**src/rtl/spi_xfer_sequencer_pkg.sv**
```systemverilog
// Shared types and widths for the SPI frame sequencer and its register block.
package spi_xfer_sequencer_pkg;

  localparam int SPI_LEN_W  = 5;
  localparam int SPI_BAUD_W = 8;
  localparam int SPI_DLY_W  = 4;

  typedef enum logic [1:0] {
    SEQ_IDLE,
    SEQ_LEAD,
    SEQ_XFER,
    SEQ_TRAIL
  } spi_seq_state_e;

endpackage

```
**src/rtl/spi_xfer_sequencer_baud_divider.sv**
```systemverilog
// SCK half-period down-counter: edge_pulse is high in the cycle the count sits at zero while enabled.
module spi_xfer_sequencer_baud_divider #(
  parameter int BAUD_W = 8
) (
  input  logic              pclk,
  input  logic              preset,
  input  logic              reload,
  input  logic              enable,
  input  logic [BAUD_W-1:0] half_period,
  output logic              edge_pulse
);

  logic [BAUD_W-1:0] cnt_reg;

  always_ff @(posedge pclk) begin
    if (preset) begin
      cnt_reg <= '0;
    end else if (reload) begin
      cnt_reg <= half_period;
    end else if (enable) begin
      if (cnt_reg == '0) begin
        cnt_reg <= half_period;
      end else begin
        cnt_reg <= cnt_reg - 1'b1;
      end
    end
  end

  assign edge_pulse = enable && (cnt_reg == '0);

endmodule

```
**src/rtl/spi_xfer_sequencer.sv**
```systemverilog
// Master-side SPI frame sequencer: slave select, baud-divided SCK, per-edge shift/sample strobes.
// Define SPI_SS_DELAY_EN to add the ss_dly port and stretch the SS lead/trail phases to ss_dly+1.
module spi_xfer_sequencer
  import spi_xfer_sequencer_pkg::*;
#(
  parameter int LEN_W  = SPI_LEN_W,
  parameter int BAUD_W = SPI_BAUD_W,
  parameter int DLY_W  = SPI_DLY_W
) (
  input  logic              pclk,
  input  logic              preset,
  input  logic              start,
  input  logic              abort,
  input  logic              cpol,
  input  logic              cpha,
  input  logic [LEN_W-1:0]  data_len,
  input  logic [BAUD_W-1:0] baud_rate,
`ifdef SPI_SS_DELAY_EN
  input  logic [DLY_W-1:0]  ss_dly,
`endif
  output logic              sck,
  output logic              ss_n,
  output logic              load,
  output logic              shift_en,
  output logic              sample_en,
  output logic [LEN_W-1:0]  bit_cnt,
  output logic              busy,
  output logic              done
);

  spi_seq_state_e state_reg, state_next;

  logic             sck_reg, sck_next;
  logic             ss_n_reg, ss_n_next;
  logic             load_reg, load_next;
  logic             shift_en_reg, shift_en_next;
  logic             sample_en_reg, sample_en_next;
  logic             done_reg, done_next;
  logic [LEN_W-1:0] bit_cnt_reg, bit_cnt_next;
  logic [DLY_W-1:0] dly_cnt_reg, dly_cnt_next;

  logic              cpol_reg, cpha_reg;
  logic [LEN_W-1:0]  len_reg;
  logic [BAUD_W-1:0] baud_reg;

  logic latch_cfg, div_reload, div_en, div_edge, last_edge;
  logic [DLY_W-1:0] dly_lim;

`ifdef SPI_SS_DELAY_EN
  logic [DLY_W-1:0] dly_reg;
  assign dly_lim = dly_reg;
`else
  assign dly_lim = '0;
`endif

  spi_xfer_sequencer_baud_divider #(
    .BAUD_W(BAUD_W)
  ) u_baud (
    .pclk       (pclk),
    .preset     (preset),
    .reload     (div_reload),
    .enable     (div_en),
    .half_period(baud_reg),
    .edge_pulse (div_edge)
  );

  always_comb begin
    state_next     = state_reg;
    sck_next       = sck_reg;
    ss_n_next      = ss_n_reg;
    load_next      = 1'b0;
    shift_en_next  = 1'b0;
    sample_en_next = 1'b0;
    done_next      = 1'b0;
    bit_cnt_next   = bit_cnt_reg;
    dly_cnt_next   = dly_cnt_reg;
    latch_cfg      = 1'b0;
    div_reload     = 1'b0;
    div_en         = 1'b0;
    last_edge      = 1'b0;

    case (state_reg)
      SEQ_IDLE: begin
        sck_next  = cpol;
        ss_n_next = 1'b1;
        if (start && !abort) begin
          latch_cfg    = 1'b1;
          state_next   = SEQ_LEAD;
          ss_n_next    = 1'b0;
          load_next    = 1'b1;
          bit_cnt_next = '0;
          dly_cnt_next = '0;
        end
      end
      SEQ_LEAD: begin
        if (dly_cnt_reg == dly_lim) begin
          state_next = SEQ_XFER;
          div_reload = 1'b1;
        end else begin
          dly_cnt_next = dly_cnt_reg + 1'b1;
        end
      end
      SEQ_XFER: begin
        div_en = 1'b1;
        if (div_edge) begin
          sck_next = ~sck_reg;
          // SCK still at its idle level means this toggle is the leading edge of a bit
          if (sck_reg == cpol_reg) begin
            shift_en_next  = cpha_reg;
            sample_en_next = ~cpha_reg;
          end else begin
            last_edge      = (bit_cnt_reg == len_reg);
            bit_cnt_next   = bit_cnt_reg + 1'b1;
            sample_en_next = cpha_reg;
            shift_en_next  = ~cpha_reg & ~last_edge;
            if (last_edge) begin
              state_next   = SEQ_TRAIL;
              dly_cnt_next = '0;
            end
          end
        end
      end
      SEQ_TRAIL: begin
        if (dly_cnt_reg == dly_lim) begin
          state_next = SEQ_IDLE;
          ss_n_next  = 1'b1;
          done_next  = 1'b1;
        end else begin
          dly_cnt_next = dly_cnt_reg + 1'b1;
        end
      end
      default: state_next = SEQ_IDLE;
    endcase

    if (abort && (state_reg != SEQ_IDLE)) begin
      state_next     = SEQ_IDLE;
      ss_n_next      = 1'b1;
      sck_next       = cpol_reg;
      load_next      = 1'b0;
      shift_en_next  = 1'b0;
      sample_en_next = 1'b0;
      done_next      = 1'b0;
    end
  end

  always_ff @(posedge pclk) begin
    if (preset) begin
      state_reg     <= SEQ_IDLE;
      sck_reg       <= 1'b0;
      ss_n_reg      <= 1'b1;
      load_reg      <= 1'b0;
      shift_en_reg  <= 1'b0;
      sample_en_reg <= 1'b0;
      done_reg      <= 1'b0;
      bit_cnt_reg   <= '0;
      dly_cnt_reg   <= '0;
      cpol_reg      <= 1'b0;
      cpha_reg      <= 1'b0;
      len_reg       <= '0;
      baud_reg      <= '0;
`ifdef SPI_SS_DELAY_EN
      dly_reg       <= '0;
`endif
    end else begin
      state_reg     <= state_next;
      sck_reg       <= sck_next;
      ss_n_reg      <= ss_n_next;
      load_reg      <= load_next;
      shift_en_reg  <= shift_en_next;
      sample_en_reg <= sample_en_next;
      done_reg      <= done_next;
      bit_cnt_reg   <= bit_cnt_next;
      dly_cnt_reg   <= dly_cnt_next;
      if (latch_cfg) begin
        cpol_reg <= cpol;
        cpha_reg <= cpha;
        len_reg  <= data_len;
        baud_reg <= baud_rate;
`ifdef SPI_SS_DELAY_EN
        dly_reg  <= ss_dly;
`endif
      end
    end
  end

  assign sck       = sck_reg;
  assign ss_n      = ss_n_reg;
  assign load      = load_reg;
  assign shift_en  = shift_en_reg;
  assign sample_en = sample_en_reg;
  assign bit_cnt   = bit_cnt_reg;
  assign done      = done_reg;
  assign busy      = (state_reg != SEQ_IDLE);

endmodule

```
**config.mk**
```make
export PLATFORM = sky130hd
export DESIGN_NAME = spi_xfer_sequencer
export DESIGN_NICKNAME = d
export VERILOG_FILES = /design/src/rtl/spi_xfer_sequencer_pkg.sv /design/src/rtl/spi_xfer_sequencer_baud_divider.sv /design/src/rtl/spi_xfer_sequencer.sv
export SDC_FILE = /design/constraint.sdc
export NUM_CORES = 1
export LEC_CHECK = 0
export ABC_AREA = 0
export CORE_MARGIN = 5
export CORE_UTILIZATION = 38
export DETAILED_ROUTE_END_ITERATION = 12
export SYNTH_ARGS = -nofsm -noshare
export SYNTH_HDL_FRONTEND = slang
export SYNTH_HIERARCHICAL = 1
export SYNTH_SLANG_ARGS = --single-unit
export TNS_END_PERCENT = 1
```
**constraint.sdc**
```tcl
create_clock -name pclk -period 6.16 [get_ports pclk]
set_input_delay 1.232 -clock pclk [delete_from_list [all_inputs] [get_ports pclk]]
set_output_delay 1.232 -clock pclk [all_outputs]
set_load 0.005 [all_outputs]
```
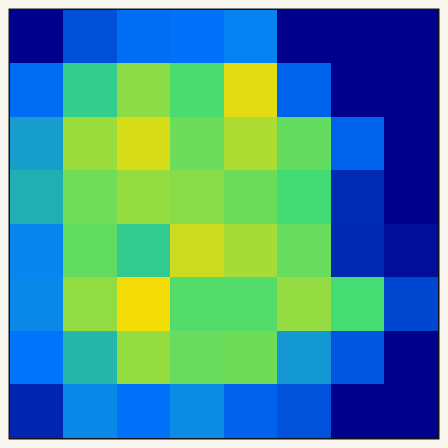
*Local utilization*
8 x 8 tiles, from dark blue (low) to red (high), 0 to 100% covered.
The mean over all tiles is 34%. The densest ninth of the die: middle. The emptiest ninth of the die: top right.

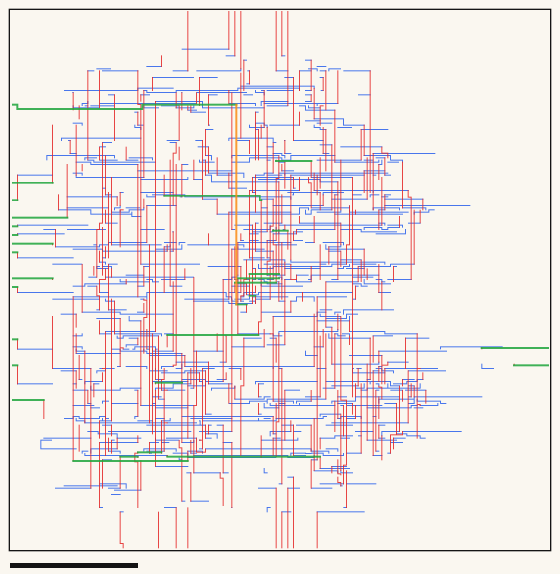
*Signal wires by layer*
Bar = 20 microns.
Key: green = met3 [wire length 199 microns]; blue = met1 [wire length 2340 microns]; orange = met4 [wire length 31.3 microns]; red = met2 [wire length 2150 microns]

==> out/qor.csv <==
stage;metric;value;unit
outcome;status;finished clean;
critical_path;endpoint;busy;
cells_and_area;n_antenna_cell;0;
clocking;cts_buffers;5;
clocking;clockBufferDepth;2;
sta;setup_violations;0;
cells_and_area;seq_share;0.315;
synthesis;logic_family;simple AND/OR/NAND/NOR gates;
floorplan;io_pins;31;
synthesis;yosys-top-cells-count;40 x dfxtp_1, 39 x nand2_1, 28 x a21oi_1, 22 x nor2_1;
synthesis;ys_cells;255;
synthesis;synth.area.top_cells;dfxtp_1 38%, nand2_1 6.9%, a21oi_1 6.6%, ha_1 5.3%, xor2_1 4.6%;
sta;layout_min_cycle_time;3.05;ns
flow_run;tool_warnings;31;
synthesis;fa_ha_area_frac;0.0534;
hold_path;min_to;baud_reg[3];
sta;finalClockPeriodUsage;0.495;
grt;overflow;0;
grt;grt_max_degree;39;
clocking;cts_tree;built;
grt;grt_pass1_vias;1695;
cells_and_area;nFillCells;555;
placement;gp_congestion;0.771;
drt;antenna_left;0;
drt;drtPass1Iterations;4;
critical_path;r2r_slack;3.32;ns
placement;dpl.hpwl;3.22;mm
sta;tightest_slew;1.12;ns
synthesis;ys_area;2110;sq um
critical_path;critPathCaptureType;primary output;
cells_and_area;ff_latch_area;801;sq um
cells_and_area;drive_gt1_frac;0.0638;
clocking;ctsHoldBuffers;0;
critical_path;cp.required;4.93;ns
cells_and_area;nonClkBufAreaFrac;0.121;
synthesis;postSynthCellCount;255;
drt;viasPerCell;5.16;
clocking;postCtsSetupBuffers;0;
synthesis;ys_async_sr_fraction;0;
synthesis;ys_warn_count;6;
synthesis;fp_nets;283;
floorplan;chip_area;7140;sq um
floorplan;num_rows;27;
sta;fin_setup_tns;0;ns
critical_path;cp_top_family;buffers and inverters;
clocking;cts_root_buf;clkbuf_8;
synthesis;avgSynthCellArea;8.27;sq um
cells_and_area;num-clock-buffers;6;
cells_and_area;logic_gate_count;195;
synthesis;top_cell;dfxtp_1;
synthesis;synth_area;2110;sq um
sta;fmax;0.328;GHz
synthesis;netlist-cell-type-count;51;
hold_path;hp-class;flip-flop to flip-flop;
power;peakVddDrop;155;uV
drt;wl_per_cell;13.3;microns
critical_path;worstReg2RegStart;state_reg[0];
synthesis;ys_seq_share;0.380;
critical_path;critPathBufInv;3;
drt;drt_first_iter_violations;129;
cells_and_area;nNonClkBuffers;31;
sta;finClkSkew;0.00718;ns
synthesis;ys_sh_simple;0.243;
clocking;clk_pin_slew;0.08;ns
synthesis;ys_sh_aoi;0.209;
cells_and_area;nets;309;
cells_and_area;mostFrequentLayoutCells;40 x dfxtp_1, 39 x nand2_1, 30 x clkdlybuf4s50_1, 28 x a21oi_1, 22 x nor2_1;
synthesis;synthMuxAreaShare;0.0249;
cells_and_area;biggestCellCategory;multi-input combinational cells;
clocking;h-tree-depth;2;
critical_path;crit_path_cell_trace;inv_1 -> ha_1 -> inv_1 -> clkdlybuf4s50_1;
critical_path;cp-start-kind;flip-flop;
cells_and_area;logic_area;1220;sq um
clocking;cts_resized;0;
cells_and_area;ff_count;40;
cells_and_area;non_clock_inverter_count;8;
cells_and_area;stdcell_area;2540;sq um
power;leakage;0.963;nW
placement;port_buffers;30;
critical_path;cpMostUsedCell;inv_1;
cells_and_area;final-clk-cell-share;0.0364;
placement;dpl-instance-area;2450;sq um
synthesis;edf_count;0;
critical_path;r2r_end;dly_cnt_reg[3];
critical_path;worstPathMaxFanout;9;
critical_path;path_depth;4;
grt;grt_use_total;0.136;
sta;fin_ws;3.11;ns
drt;num_vias;1825;
drt;wirelength;4.72;mm
hold_path;min_from;baud_reg[3];
clocking;clock-sinks;40;
grt;antenna_found_initial;0;
critical_path;critPathArrivalTime;1.82;ns
floorplan;core;5440;sq um
critical_path;crit_slowest_cell;clkdlybuf4s50_1;
critical_path;crit_type;flip-flop to primary output;
floorplan;tap_cells;72;
sta;relSlewSlack;0.251;
critical_path;reg2reg_depth;8;
synthesis;xor_share;0.0498;
synthesis;yosysTopAreaCell;dfxtp_1;
placement;pre_cts_slack;2.96;ns
critical_path;cp-startpoint;state_reg[0];
grt;grt_pass1_wl;7.98;mm
hold_path;hold-path-cell-count;2;
floorplan;fp_util;0.388;
synthesis;yosys_register_bits;40;
power;power_density;366;nW/um^2
drt;drc;0;
flow_run;cap_violations;0;
clocking;clk_latency;0.29;ns
floorplan;die_h;84.5;microns
sta;maxSlewViolCount;0;
synthesis;synth_top_area_share;0.380;
cells_and_area;area_growth;20.6;%
sta;hold_viol_final;0;
synthesis;ff_type;dfxtp_1;
critical_path;slowest_delay;0.52;ns
sta;rsz0062_at_grt;false;
floorplan;dieWidth;84.5;microns
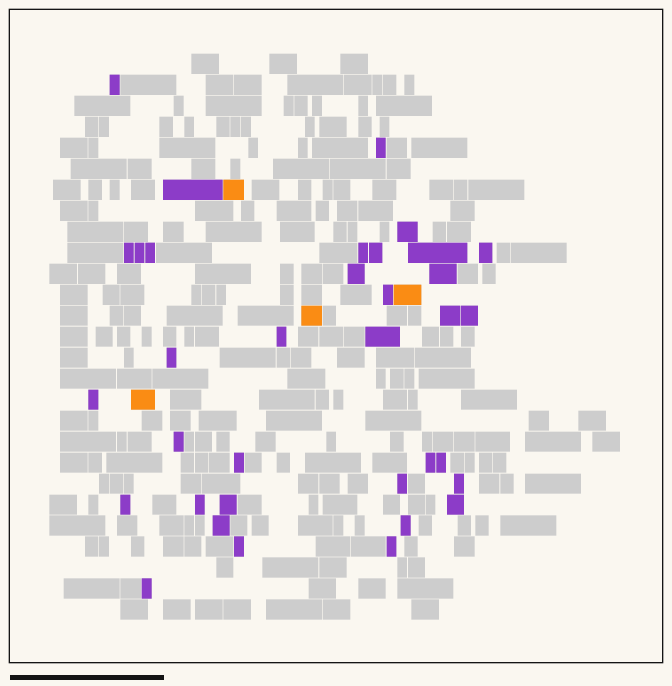
*Logic cells by family*
Bar = 20 microns.
Key: purple = NOR gates [cells 35]; orange = AND-OR and OR-AND gates [cells 4]
final cell count without fillers: 354
Commonest Layout Cell: dfxtp_1
Comb/total area: 0.481

==> report_power, final <==
part           switching, mW  internal (mW)
Sequential            0.0384          0.294
Combinational          0.243          0.175
Clock                 0.0936         0.0895
==> per-stage QoR <==
step | util | instances | power [mW] | hold WS, ns
3_5_place_dp | 0.451 | 346 | 0.751 | 0.447
2_1_floorplan | - | 255 | 0.649 | 0.431
4_1_cts | 0.468 | 354 | 0.938 | 0.460
3_3_place_gp | 0.451 | 346 | 0.749 | 0.441
5_1_grt | 0.468 | 354 | 1.00 | 0.486
6_report | 0.468 | 354 | 0.932 | 0.459
==> layer usage <==
layer  GRT usage  part of all wire
met1       0.180              0.50
met2       0.215              0.46
met3      0.0324             0.042
met4      0.0460            0.0066
met5           0                 0
Power figures rest on the tool's default switching activity, not on a simulated workload.
